[src/rtl/core_pkg.sv]
// Shared encodings for the multi-cycle core sequencer: states, trap causes,
// access sizes and the reset NOP.
package core_pkg;

    typedef enum logic [2:0] {
        ST_FETCH,
        ST_EXEC,
        ST_MEM,
        ST_WB,
        ST_TRAP
    } state_t;

    localparam logic [3:0] CAUSE_FETCH_TMO = 4'd1;
    localparam logic [3:0] CAUSE_LD_MISAL  = 4'd4;
    localparam logic [3:0] CAUSE_LD_TMO    = 4'd5;
    localparam logic [3:0] CAUSE_ST_MISAL  = 4'd6;
    localparam logic [3:0] CAUSE_ST_TMO    = 4'd7;

    localparam logic [1:0] SZ_BYTE = 2'd0;
    localparam logic [1:0] SZ_HALF = 2'd1;
    localparam logic [1:0] SZ_WORD = 2'd2;

    localparam logic [31:0] NOP = 32'h0000_0013;

    // Size code 3 is undefined and is treated as never trapping.
    function automatic logic misaligned(input logic [1:0] addr_lo, input logic [1:0] size);
        case (size)
            SZ_HALF: misaligned = addr_lo[0];
            SZ_WORD: misaligned = |addr_lo;
            default: misaligned = 1'b0;
        endcase
    endfunction

endpackage

[src/rtl/core_irq_prio.sv]
// Masked interrupt priority encoder: lowest enabled index wins.
module core_irq_prio #(
    parameter int NUM_IRQ = 8
) (
    input  logic [NUM_IRQ-1:0] irq,
    input  logic [NUM_IRQ-1:0] irq_mask,
    output logic               valid,
    output logic [3:0]         idx
);

    logic [NUM_IRQ-1:0] pend;
    assign pend = irq & irq_mask;

    always_comb begin
        valid = 1'b0;
        idx   = '0;
        for (int i = NUM_IRQ - 1; i >= 0; i--) begin
            if (pend[i]) begin
                valid = 1'b1;
                idx   = 4'(i);
            end
        end
    end

endmodule

[src/rtl/core_mc.sv]
// Multi-cycle core sequencer: PC, instruction register, fetch/data handshakes,
// interrupts and traps. Define CORE_MC_BUS_TIMEOUT_EN to add bus wait timeouts.
module core_mc
    import core_pkg::*;
#(
    parameter int              XLEN           = 32,
    parameter logic [XLEN-1:0] RST_PC_ADDRESS = 32'h0,
    parameter logic [XLEN-1:0] TRAP_VECTOR    = 32'h100,
    parameter int              NUM_IRQ        = 8,
    parameter int              TIMEOUT_CYCLES = 255
) (
    input  logic               clk,
    input  logic               rst_n,
    output logic               i_req,
    output logic [XLEN-1:0]    i_addr,
    input  logic               i_ready,
    input  logic [31:0]        i_rdata,
    output logic [31:0]        instr,
    output logic [XLEN-1:0]    pc,
    input  logic [XLEN-1:0]    ex_pc_next,
    input  logic               ex_rd_wen,
    input  logic               ex_is_load,
    input  logic               ex_is_store,
    input  logic [XLEN-1:0]    ex_addr,
    input  logic [XLEN-1:0]    ex_wdata,
    input  logic [1:0]         ex_size,
    output logic               d_req,
    output logic               d_we,
    output logic [XLEN-1:0]    d_addr,
    output logic [XLEN-1:0]    d_wdata,
    output logic [1:0]         d_size,
    input  logic               d_ready,
    input  logic [XLEN-1:0]    d_rdata,
    output logic [XLEN-1:0]    load_data,
    output logic               rf_we,
    input  logic [NUM_IRQ-1:0] irq,
    input  logic [NUM_IRQ-1:0] irq_mask,
    output logic               trap,
    output logic [4:0]         trap_cause,
    output logic [XLEN-1:0]    epc
);

    state_t     state;
    logic       irq_vld;
    logic [3:0] irq_idx;
    logic       mem_op;
    logic       misal;

    core_irq_prio #(.NUM_IRQ(NUM_IRQ)) u_irq_prio (
        .irq      (irq),
        .irq_mask (irq_mask),
        .valid    (irq_vld),
        .idx      (irq_idx)
    );

    assign i_addr = pc;
    assign mem_op = ex_is_load | ex_is_store;
    assign misal  = mem_op & misaligned(ex_addr[1:0], ex_size);

`ifdef CORE_MC_BUS_TIMEOUT_EN
    localparam int TW = $clog2(TIMEOUT_CYCLES + 1);
    logic [TW-1:0] tmo_cnt;
    logic          tmo_hit;

    // Hit on the last allowed wait cycle; a ready in that cycle still wins.
    assign tmo_hit = (tmo_cnt == TW'(TIMEOUT_CYCLES - 1));

    always_ff @(posedge clk) begin
        if (!rst_n)
            tmo_cnt <= '0;
        else if ((i_req & ~i_ready) | (d_req & ~d_ready))
            tmo_cnt <= tmo_cnt + 1'b1;
        else
            tmo_cnt <= '0;
    end
`endif

    always_ff @(posedge clk) begin
        if (!rst_n) begin
            state      <= ST_FETCH;
            pc         <= RST_PC_ADDRESS;
            instr      <= NOP;
            i_req      <= 1'b0;
            d_req      <= 1'b0;
            d_we       <= 1'b0;
            d_addr     <= '0;
            d_wdata    <= '0;
            d_size     <= '0;
            load_data  <= '0;
            rf_we      <= 1'b0;
            trap       <= 1'b0;
            trap_cause <= '0;
            epc        <= '0;
        end else begin
            rf_we <= 1'b0;
            trap  <= 1'b0;
            case (state)
                ST_FETCH: begin
                    // First cycle out of reset raises the request; later
                    // entries into FETCH arrive with i_req already set.
                    if (!i_req) begin
                        i_req <= 1'b1;
                    end else if (i_ready) begin
                        instr <= i_rdata;
                        i_req <= 1'b0;
                        state <= ST_EXEC;
                    end
`ifdef CORE_MC_BUS_TIMEOUT_EN
                    else if (tmo_hit) begin
                        i_req      <= 1'b0;
                        trap       <= 1'b1;
                        trap_cause <= {1'b0, CAUSE_FETCH_TMO};
                        epc        <= pc;
                        state      <= ST_TRAP;
                    end
`endif
                end
                ST_EXEC: begin
                    if (misal) begin
                        trap       <= 1'b1;
                        trap_cause <= {1'b0, ex_is_store ? CAUSE_ST_MISAL : CAUSE_LD_MISAL};
                        epc        <= pc;
                        state      <= ST_TRAP;
                    end else if (mem_op) begin
                        d_req   <= 1'b1;
                        d_we    <= ex_is_store;
                        d_addr  <= ex_addr;
                        d_wdata <= ex_wdata;
                        d_size  <= ex_size;
                        state   <= ST_MEM;
                    end else begin
                        rf_we <= ex_rd_wen & ~ex_is_store;
                        state <= ST_WB;
                    end
                end
                ST_MEM: begin
                    if (d_ready) begin
                        if (!d_we)
                            load_data <= d_rdata;
                        d_req <= 1'b0;
                        d_we  <= 1'b0;
                        rf_we <= ex_rd_wen & ~ex_is_store;
                        state <= ST_WB;
                    end
`ifdef CORE_MC_BUS_TIMEOUT_EN
                    else if (tmo_hit) begin
                        d_req      <= 1'b0;
                        d_we       <= 1'b0;
                        trap       <= 1'b1;
                        trap_cause <= {1'b0, d_we ? CAUSE_ST_TMO : CAUSE_LD_TMO};
                        epc        <= pc;
                        state      <= ST_TRAP;
                    end
`endif
                end
                ST_WB: begin
                    pc <= ex_pc_next;
                    if (irq_vld) begin
                        trap       <= 1'b1;
                        trap_cause <= {1'b1, irq_idx};
                        epc        <= ex_pc_next;
                        state      <= ST_TRAP;
                    end else begin
                        i_req <= 1'b1;
                        state <= ST_FETCH;
                    end
                end
                ST_TRAP: begin
                    pc    <= TRAP_VECTOR;
                    i_req <= 1'b1;
                    state <= ST_FETCH;
                end
                default: state <= ST_FETCH;
            endcase
        end
    end

endmodule

[config.mk]
export PLATFORM = sky130hd
export DESIGN_NAME = core_mc
export DESIGN_NICKNAME = d
export VERILOG_FILES = /design/src/rtl/core_pkg.sv /design/src/rtl/core_irq_prio.sv /design/src/rtl/core_mc.sv
export SDC_FILE = /design/constraint.sdc
export NUM_CORES = 1
export LEC_CHECK = 0
export CORE_AREA = 2 2 163 165
export DETAILED_ROUTE_END_ITERATION = 16
export DIE_AREA = 0 0 165 167
export DONT_BUFFER_PORTS = 1
export HOLD_SLACK_MARGIN = 0.12
export PLACE_DENSITY = 0.52
export SKIP_LAST_GASP = 1
export SLEW_MARGIN = 10
export SYNTH_ARGS = -nofsm -noshare
export SYNTH_HDL_FRONTEND = slang
export SYNTH_HIERARCHICAL = 1
export SYNTH_SLANG_ARGS = --single-unit
[constraint.sdc]
create_clock -name clk -period 4.8 [get_ports clk]
set_clock_uncertainty 0.15 [all_clocks]
set_input_delay 0.96 -clock clk [delete_from_list [all_inputs] [get_ports clk]]
set_output_delay 0.96 -clock clk [all_outputs]
set_load 0.01 [all_outputs]
Run 1, clock network drawn from the DEF:
Scale: 1.5 px per um.
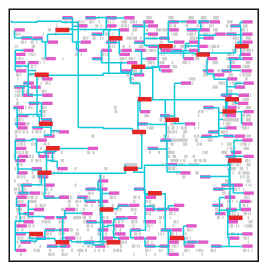
[magenta] flip-flops | count: 207
[cyan] clock wires | length: 2,950 um
[red] cells driving clock nets | count: 24
flops lie: all over the die
routed clock nets: 25
Latency at later pin: 0.51 ns
Clk. pwr: 1.85 mW
clock network power share: 42.2%

Run 1, metal 1:
Scale: 1.5 px per um.
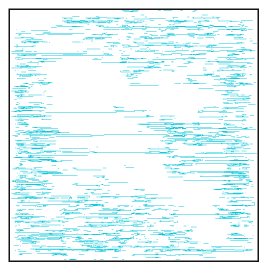
share of all routed wire: 38%
longest straight run: 47.4 um
main direction: horizontal
nets with wire on the layer: 969
wire length on this layer: 9,230 um
vias: 6,361
Routed WL: 24.6 mm
met1 usage: 18.5%

Run 1, close-up of the layout:
Window x 111 to 136, y 113 to 138 um. Cells in grey, sequential cells in the stronger grey; small squares are vias.
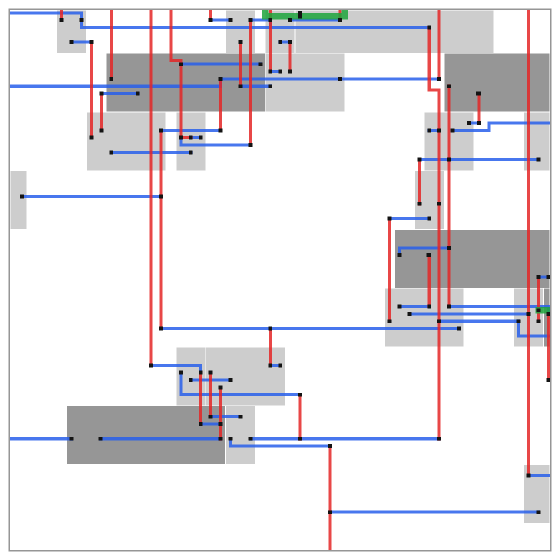
[blue] met1
[green] met3
[red] met2
netlist names of flops here include: epc (3), i_addr (1)
most frequent: nand2_1 (8), mux2i_1 (4), dfxtp_1 (4)
cells with their middle in the window: 18
sequential cells in the window: 4

[run 1: kinds of logic (layout without fill, tap and decap cells)]
group	Yosys count	after routing
flip-flops	207	207
AND-OR/OR-AND	225	225
buffers and inverters	119	55
other	1	2
multiplexers	68	68
AND/OR/NAND/NOR	340	340
adder cells (fa/ha/maj)	2	2
[run 1: layout make-up]
| cell class | count | share of cell area, % |
|---|---|---|
| clock buffers | 38 | 7.81 |
| inverters | 3 | 0.121 |
| diodes | 1 | 0.0270 |
| well taps | 335 | 4.52 |
| repair buffers | 9 | 0.728 |
| clock inverters | 5 | 0.809 |
| flip-flops and latches | 207 | 44.6 |
| multi-input cells | 636 | 41.3 |
[run 1: state kept, by name (all words and copies together) (netlist names), 2 cells and up]
| register | flops |
|---|---|
| i_addr | 32 |
| state | 3 |
| d_wdata | 32 |
| trap_cause | 5 |
| instr | 32 |
| d_size | 2 |
| load_data | 32 |
| d_addr | 32 |
| epc | 32 |
[run 1: worst max-delay path, delay by kind of cell]
family	cells	cell delay [ns]
adders and majority gates	1	0.20
AOI/OAI and AO/OA	3	1.24
and+or+nand+nor	1	0.13
buffers and inverters	2	0.44
[run 1: placed cells by master (no fill, tap or decap), types with 3 or more instances in the layout]
master	count
clkbuf_8	5
buf_4	9
a21boi_0	105
clkbuf_1	8
a21boi_1	25
o21ai_0	72
nand3_1	70
mux2i_1	35
and2_1	3
clkbuf_16	25
nor2b_1	6
mux2_2	33
nand2_1	209
nor2_1	4
clkinv_2	3
nand2b_1	4
o211ai_1	3
and3_1	32
dfxtp_1	207
inv_1	3
[run 1: routing by layer]
metal	GRT usage (%)	routed length (um)
met4	4.99	529
met3	7.40	2920
met1	18.5	9230
met5	0	0
met2	29.2	11900
==> out/metrics.cfg, run 1 <==
[final_timing]
rsz0062_at_grt = false
setup_tns_ns = 0
maxSlewViolCount = 0
max_freq_mhz = 371

[status]
outcome = complete, no violations

[hold_path]
hold_class = flop to flop
whs_endpoint = load_data[12]$_SDFFE_PN0P_

[critical_path]
critical-path-max-stage-delay_ns = 0.77
cp-start-kind = input port

[clocking]
cts-hold-fix-buffers = 0
cts_sinks = 207

[placement]
dp_hpwl_mm = 16.2

[pwr]
p_int_mw = 3.17
pg_comb_mw = 0.487

[logic_synthesis]
yosys.area_share.simple_pct = 17.9
ys_sh_mux_pct = 8.44
synthTopCellsByCount = nand2_1 (209), dfxtp_1 (207), a21boi_0 (105)

[finish]
fin_util_pct = 36.0

[floorplan]
fp.dieH_um = 167
fp.dieW_um = 165

Run 1, congestion heat map:
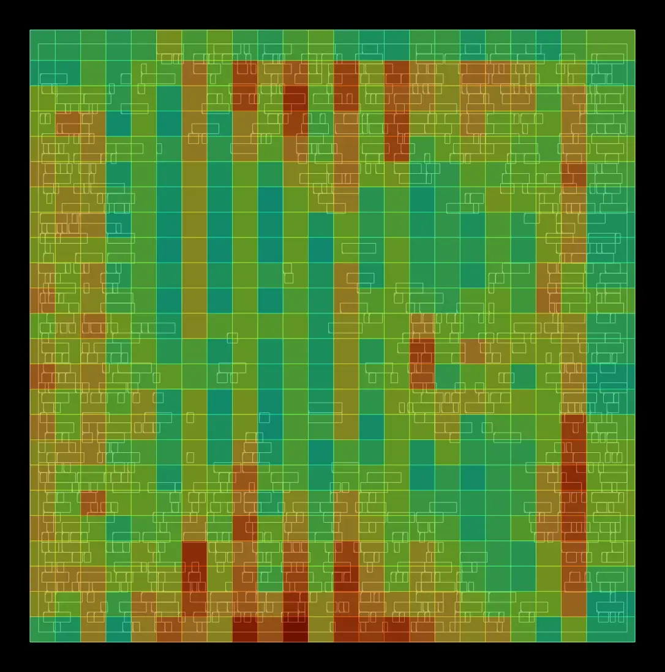

## Run 2: what changed since run 1
==> constraint.sdc (replaced) <==
create_clock -name clk -period 2.8 [get_ports clk]
set_clock_uncertainty 0.15 [all_clocks]
set_input_delay 0.56 -clock clk [delete_from_list [all_inputs] [get_ports clk]]
set_output_delay 0.56 -clock clk [all_outputs]
set_load 0.01 [all_outputs]
Run 2, congestion heat map:
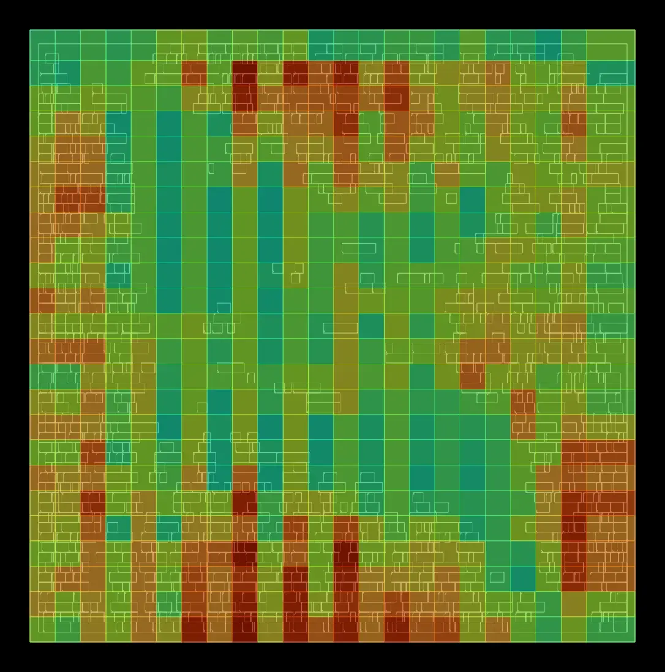
GRT Max-Usage Layer: met2
utilization after layout: 45.3%
met1 usage: 20.7%
DR WL/cell: 18.6 um
gr usage total: 19.0%

==> out/metrics.cfg, run 2 <==
[logic_synthesis]
fa_ha_area_share_pct = 0.293
top_area_share_pct = 48.4
ys_sh_mux_pct = 8.44
synth_area_leader_cell = dfxtp_1
synthTopCellsByArea = dfxtp_1 (48%), a21boi_0 (9.2%), nand2_1 (9.2%)
yosys.area_share.simple_pct = 17.9
synthTopCellsByCount = nand2_1 (209), dfxtp_1 (207), a21boi_0 (105)

[pwr]
pwr-share-clk_pct = 39.9
combPwrFrac_pct = 16.2
p_int_mw = 5.77
pg_comb_mw = 1.29
powerClk_mw = 3.18

[critical_path]
critPathKind = flop to flop

[route]
route.detailed.drc = 0
drt_iter0_markers = 439

[final_timing]
maxSlewViolCount = 0
max_freq_mhz = 389
setup_tns_ns = 0
rsz0062_at_grt = false

[floorplan]
io_pins = 421
fp.dieW_um = 165
fp.dieH_um = 167

[status]
outcome = complete, no violations

[clocking]
worstSkewPairLatency_ns = 0.51
cts_sinks = 207

[hold_path]
hold_class = input port to flop

[finish]
layout_top_cells = dlygate4sd3_1 (227), nand2_1 (209), dfxtp_1 (206), a21boi_0 (105), o21ai_0 (72)
lay_top_count = dlygate4sd3_1

[placement]
dp_hpwl_mm = 16.4
portBuffers = 0

Run 2, metal 1:
Scale: 1.5 px per um.
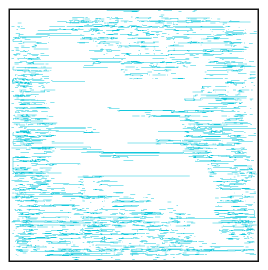
longest straight run: 64.9 um
share of all routed wire: 38%
Routed WL: 27.3 mm
vias: 7,376

run 2: final cells by class:
class                   instances  area (um2)
diodes                          2        5.00
multi-input cells             636        3840
clock buffers                  35         723
fillers                      2444       14100
repair buffers                243        2450
flip-flops and latches        207        4150
well taps                     335         419
inverters                       3        11.3
clock inverters                 5        77.6
run 2: routing by layer:
layer	up-vias	share of wire [%]	wire [um]	global-route usage, %
li1	3539	-	-	-
met1	3449	38	10300	20.7
met2	329	49	13500	34.0
met3	59	9.5	2590	5.98
met4	0	3.4	928	7.03
met5	-	0	0	0
run 2: what timing repair did:
item | CTS | global route
hold endpoints to repair | 205 | 0
setup endpoints to repair | 0 | 47
hold buffers | 228 | 0
gates resized | 0 | 1
run 2: worst paths after layout:
check / cells past startpoint / start / slack [ns] / endpoint
max: 6 / state[2]$_SDFFE_PN0P_ / 0.23 / d_wdata[14]$_SDFFE_PN0P_
min: 2 / d_rdata[21] / 0.13 / load_data[21]$_SDFFE_PN0P_
max reg2reg: 6 / state[2]$_SDFFE_PN0P_ / 0.23 / d_wdata[14]$_SDFFE_PN0P_
min reg2reg: 2 / epc[13]$_SDFFE_PN0P_ / 0.37 / epc[13]$_SDFFE_PN0P_
run 2: per-stage QoR:
step / area, um2 / util, % / hold slack (ns)
2_1_floorplan: 8550 / - / 0.329
3_3_place_gp: 8560 / 33.2 / 0.341
3_5_place_dp: 8560 / 33.2 / 0.346
4_1_cts: 11700 / 45.3 / 0.120
5_1_grt: 11700 / 45.3 / 0.125
6_report: 11700 / 45.3 / 0.132
run 2: critical path, cell delays in order (launching register included):
cell           delay, ns
dfxtp_1             0.30
nand2b_1            0.22
or3_2               0.44
buf_4               0.32
o21ai_0             0.27
a21boi_0            0.13
dlygate4sd3_1       0.58
Run 2, gate families picked out:
Scale: 1.5 px per um.
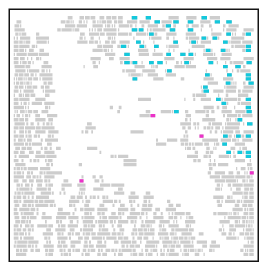

## Run 3: what changed since run 2
--- a/config.mk
+++ b/config.mk
@@ -5,12 +5,11 @@
 export SDC_FILE = /design/constraint.sdc
 export NUM_CORES = 1
 export LEC_CHECK = 0
-export CORE_AREA = 2 2 163 165
+export CORE_AREA = 2 2 161 163
 export DETAILED_ROUTE_END_ITERATION = 16
-export DIE_AREA = 0 0 165 167
-export DONT_BUFFER_PORTS = 1
+export DIE_AREA = 0 0 163 165
 export HOLD_SLACK_MARGIN = 0.12
-export PLACE_DENSITY = 0.52
+export PLACE_DENSITY = 0.74
 export SKIP_LAST_GASP = 1
 export SLEW_MARGIN = 10
 export SYNTH_ARGS = -nofsm -noshare
Run 3, gate families picked out:
Scale: 1.5 px per um.
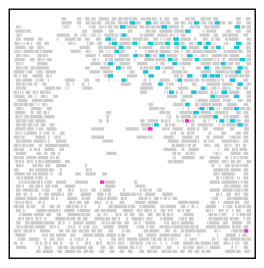
[magenta] AND-OR and OR-AND gates | cells: 4
[cyan] multiplexers | cells: 68
most used logic cell in the final layout: clkdlybuf4s50_1
Comb/total area: 28.0%
Non-Filler Instances: 1,662

==> out/metrics.cfg, run 3 <==
[logic_synthesis]
synth_area_leader_cell = dfxtp_1
yosys.area_share.simple_pct = 17.9
top_area_share_pct = 48.4
fa_ha_area_share_pct = 0.293

[floorplan]
fp.dieH_um = 165
fp.dieW_um = 163
io_pins = 421

[finish]
fin_util_pct = 54.8
nFillCells = 2255

[critical_path]
rr_endpoint = load_data[0]$_SDFFE_PN0P_
critical-path-max-stage-delay_ns = 0.45
cp.depth = 8
cp-start-kind = input port
crit_chain = clkdlybuf4s50_1 > a22oi_2 > nor2b_1 > nand4_1 > and2_1 > a21oi_4 > buf_4 > mux2i_1
crit_family = buffers and inverters
crit_buf_inv = 2
critPathKind = input port to flop
slowest_stage = clkdlybuf4s50_1
critPathLaunch = irq[5]
cp-endpoint = epc[19]$_SDFFE_PN0P_

[placement]
portBuffers = 420

[final_timing]
setup_tns_ns = 0
fin_hold_ws_ns = 0.288
maxSlewViolCount = 0
rsz0062_at_grt = false

[global_routing]
grt_util_all_layers_pct = 19.1

[hold_path]
hold_class = input port to flop
worst_hold_path.num_cells = 2
whs_endpoint = instr[0]$_SDFFE_PN1P_

[clocking]
worstSkewPairLatency_ns = 0.51
post_cts_resized = 0

[route]
dr_total_vias = 8006

[status]
outcome = complete, no violations

Run 3, close-up of the layout:
Window x 110 to 135, y 111 to 136 um. Cells in grey, sequential cells in the stronger grey; small squares are vias.
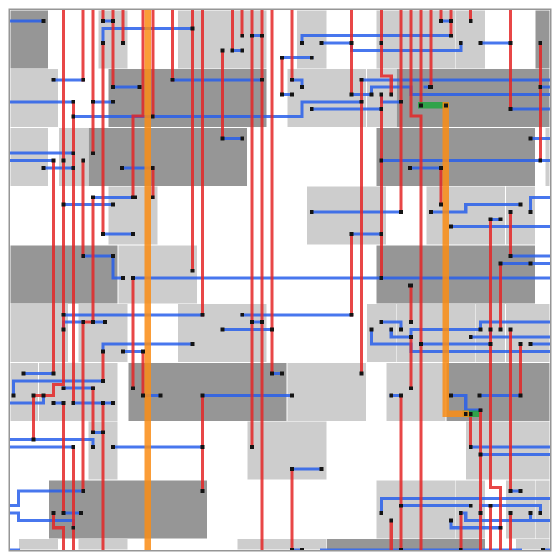
[blue] met1
[orange] met4
[red] met2
[green] met3
sequential cells in the window: 9
netlist names of flops here include: epc (7), i_addr (2)
cells with their middle in the window: 39
most frequent: nand2_1 (12), dfxtp_1 (9), clkdlybuf4s50_1 (7)

run 3: routing by layer:
metal	vias to the layer above	global-route usage [%]	routed length (um)
li1	3946	-	-
met1	3703	21.7	10700
met2	309	33.9	13700
met3	48	6.23	2490
met4	0	5.91	745
met5	-	0	0
run 3: worst register-to-register path, stage by stage (launching register included):
cell	delay (ns)
dfxtp_1	0.70
nand4bb_1	0.31
or2_2	0.61
nand2_1	0.19
a21boi_0	0.10
run 3: cell type report:
class	count	area, um2	area share (%)
tap	330	413	3.01
sequential	207	4140	30.2
clock inverter	6	111	0.812
inverter	3	11.3	0.0821
multi-input combinational	636	3840	28.0
clock buffer	38	714	5.21
timing repair buffer	442	4480	32.7
run 3: cells by family (layout without fill, tap and decap cells):
family / after synthesis / count (layout)
compound gates: 225 / 225
fa+ha+maj: 2 / 2
buf+inv: 119 / 489
flops: 207 / 207
mux: 68 / 68
other cells: 1 / 1
simple gates: 340 / 340
run 3: where the power goes:
group	switching [mW]	leakage (nW)	internal (mW)	total (mW)
clock	1.23	0.404	2.03	3.26
combinational	0.861	3.03	0.965	1.83
sequential	0.152	1.68	3.18	3.33
total	2.25	5.11	6.17	8.42
run 3: per-stage QoR:
| stage | power (mW) | area [um2] |
|---|---|---|
| 5_1_grt | 8.81 | 13700 |
| 3_5_place_dp | 5.23 | 12900 |
| 4_1_cts | 8.52 | 13700 |
| 3_3_place_gp | 5.20 | 12900 |
| 2_1_floorplan | 4.23 | 8550 |
| 6_report | 8.42 | 13700 |
Power and IR drop assume default switching activity.
